layers.png
Bar = 20 µm.
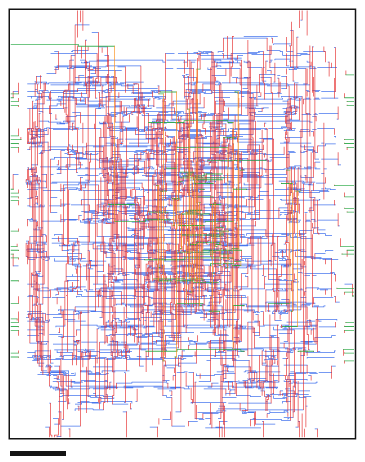
class_map.png
Bar = 20 µm. Fill, decap, tap and diode cells in gray.
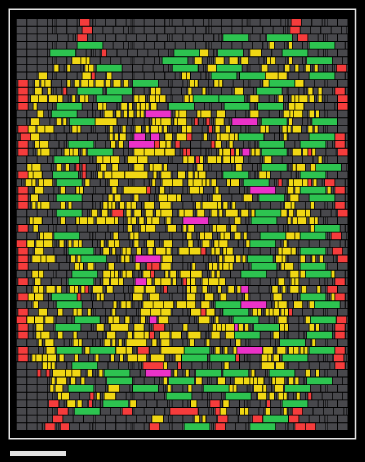
m4.png
Bar = 20 µm.
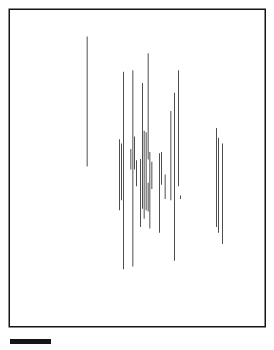
==> config.mk <==
export PLATFORM = sky130hd
export DESIGN_NAME = itof_pipe
export DESIGN_NICKNAME = d
export VERILOG_FILES = /design/src/rtl/itof_pipe.sv
export SDC_FILE = /design/constraint.sdc
export NUM_CORES = 1
export LEC_CHECK = 0
export CAP_MARGIN = 30
export CORE_ASPECT_RATIO = 1.25
export CORE_MARGIN = 2
export CORE_UTILIZATION = 40
export DETAILED_ROUTE_END_ITERATION = 8
export GPL_ROUTABILITY_DRIVEN = 0
export GPL_TIMING_DRIVEN = 0
export PLACE_DENSITY_LB_ADDON = 0.1
export SLEW_MARGIN = 30
export SYNTH_ARGS = -nofsm -noshare
export SYNTH_HDL_FRONTEND = slang
export SYNTH_SLANG_ARGS = --single-unit
==> constraint.sdc <==
create_clock -name clk -period 5.4 [get_ports clk]
set_clock_uncertainty 0.05 [all_clocks]
set_input_delay 1.35 -clock clk [delete_from_list [all_inputs] [get_ports clk]]
set_output_delay 1.35 -clock clk [all_outputs]
set_load 0.05 [all_outputs]
==> summary.txt <==
This memo summarizes the results of the implementation run.

Synthesis
The area fraction in compound gates after synthesis is a little over a fifth. The register share after synthesis is 38.9%. The average cell area after synthesis is ~8.6 µm². The count of library flops with an enable pin is 0.

The cell type that accounts for the most area after synthesis is dfrtp_1. The arithmetic-cell share of the synthesized area counting full adders, half adders and majority gates is 0.707%. Yosys reports a chip area of 7070 µm².

The synthesis run identifies the leading combinational cell family as AND-OR/OR-AND gates.

Placement
The post-placement cell count is ~1100.

Clocking
The tree is rooted in a clkbuf_16. After clock tree synthesis, the flow added hold-fix buffers numbering 0.

Final timing
Setup repair after global routing left no endpoint under its margin. For the final routed database, the setup TNS stands at 0 ns. The worst pin sits at a relative slew slack of 47.7%. The final-report max-slew violation count is 0.

Global route
Entering global routing, the biggest net connects 72 pins. In this run the most used layer during global routing was met2.

Setup path
The kind of start point of the critical path is an input port. Looking at the setup timing report, the critical path kind is in2out. The critical path endpoint has a required time of 4.00 ns.

Per the STA report, the cell with the highest stage delay on the worst path is dlygate4sd2_1.

Power
The combinational fraction of design power is 43.4%. Dividing total power by cell area gives a power density of 404 nW/µm².

Routing
Per the detail_route report, vias per standard cell equal 5.54.

Worst hold path
The number of cells on the worst hold path is 2.

Die
The die is 123 µm wide.

Final layout
The area growth from synthesis to final layout is 18.2%.

Status
The run finished with clean final reports.
-- layers.png (at the start) --
legend:
  blue:
    layer: M1
    wire_length: 8520 µm
  green:
    layer: M3
    wire_length: 650 µm
  red:
    layer: M2
    wire_length: 10000 µm
  orange:
    layer: M4
    wire_length: 1030 µm
Final Routed Wirelength: 20200 µm
Via Count: 6281
wire length per cell after detailed routing: 17.8 µm
total routing resource utilization after global routing: 22.0%

-- class_map.png (at the start) --
legend:
  red:
    class: remaining buffers and delay cells
    cells: 115
  yellow:
    class: remaining logic cells
    cells: 669
  green:
    class: sequential cells
    cells: 110
  magenta:
    class: clock drivers and dummy loads
    cells: 16
register fraction of the total cell area: 32.9%
final design instance area without fill: 8360 µm²
Finished Core Util: 48.1%

-- m4.png (at the start) --
main direction: vertical
longest straight run: 95.2 µm
nets with wire on the layer: 25
wire length on this layer: 1030 µm
share of all routed wire: 5.1%

## final cells by class
| cell class | instances | area [µm²] |
|---|---|---|
| Timing Repair Buffer | 70 | 717 |
| Inverter | 16 | 72.6 |
| Tap cell | 224 | 280 |
| Buffer | 45 | 223 |
| Clock inverter | 6 | 53.8 |
| Multi-Input combinational cell | 653 | 4030 |
| Fill cell | 1754 | 9000 |
| Clock buffer | 10 | 229 |
| Sequential cell | 110 | 2750 |
## layer usage
metal	wire length [µm]	vias to the layer above
li1	-	3119
met1	8520	2936
met2	10000	167
met3	649	59
met4	1030	0
met5	0	-
## synth_stat cells (14+ instances only)
cell type and n:
o21ai_0 57, a21oi_1 71, dfrtp_1 110, inv_1 15
mux2i_1 38, nand2_1 108, xor2_1 46, clkbuf_1 29
nor2_1 92, nand3_1 19, nor3_1 20, xnor2_1 14
Power and IR drop assume default switching activity.
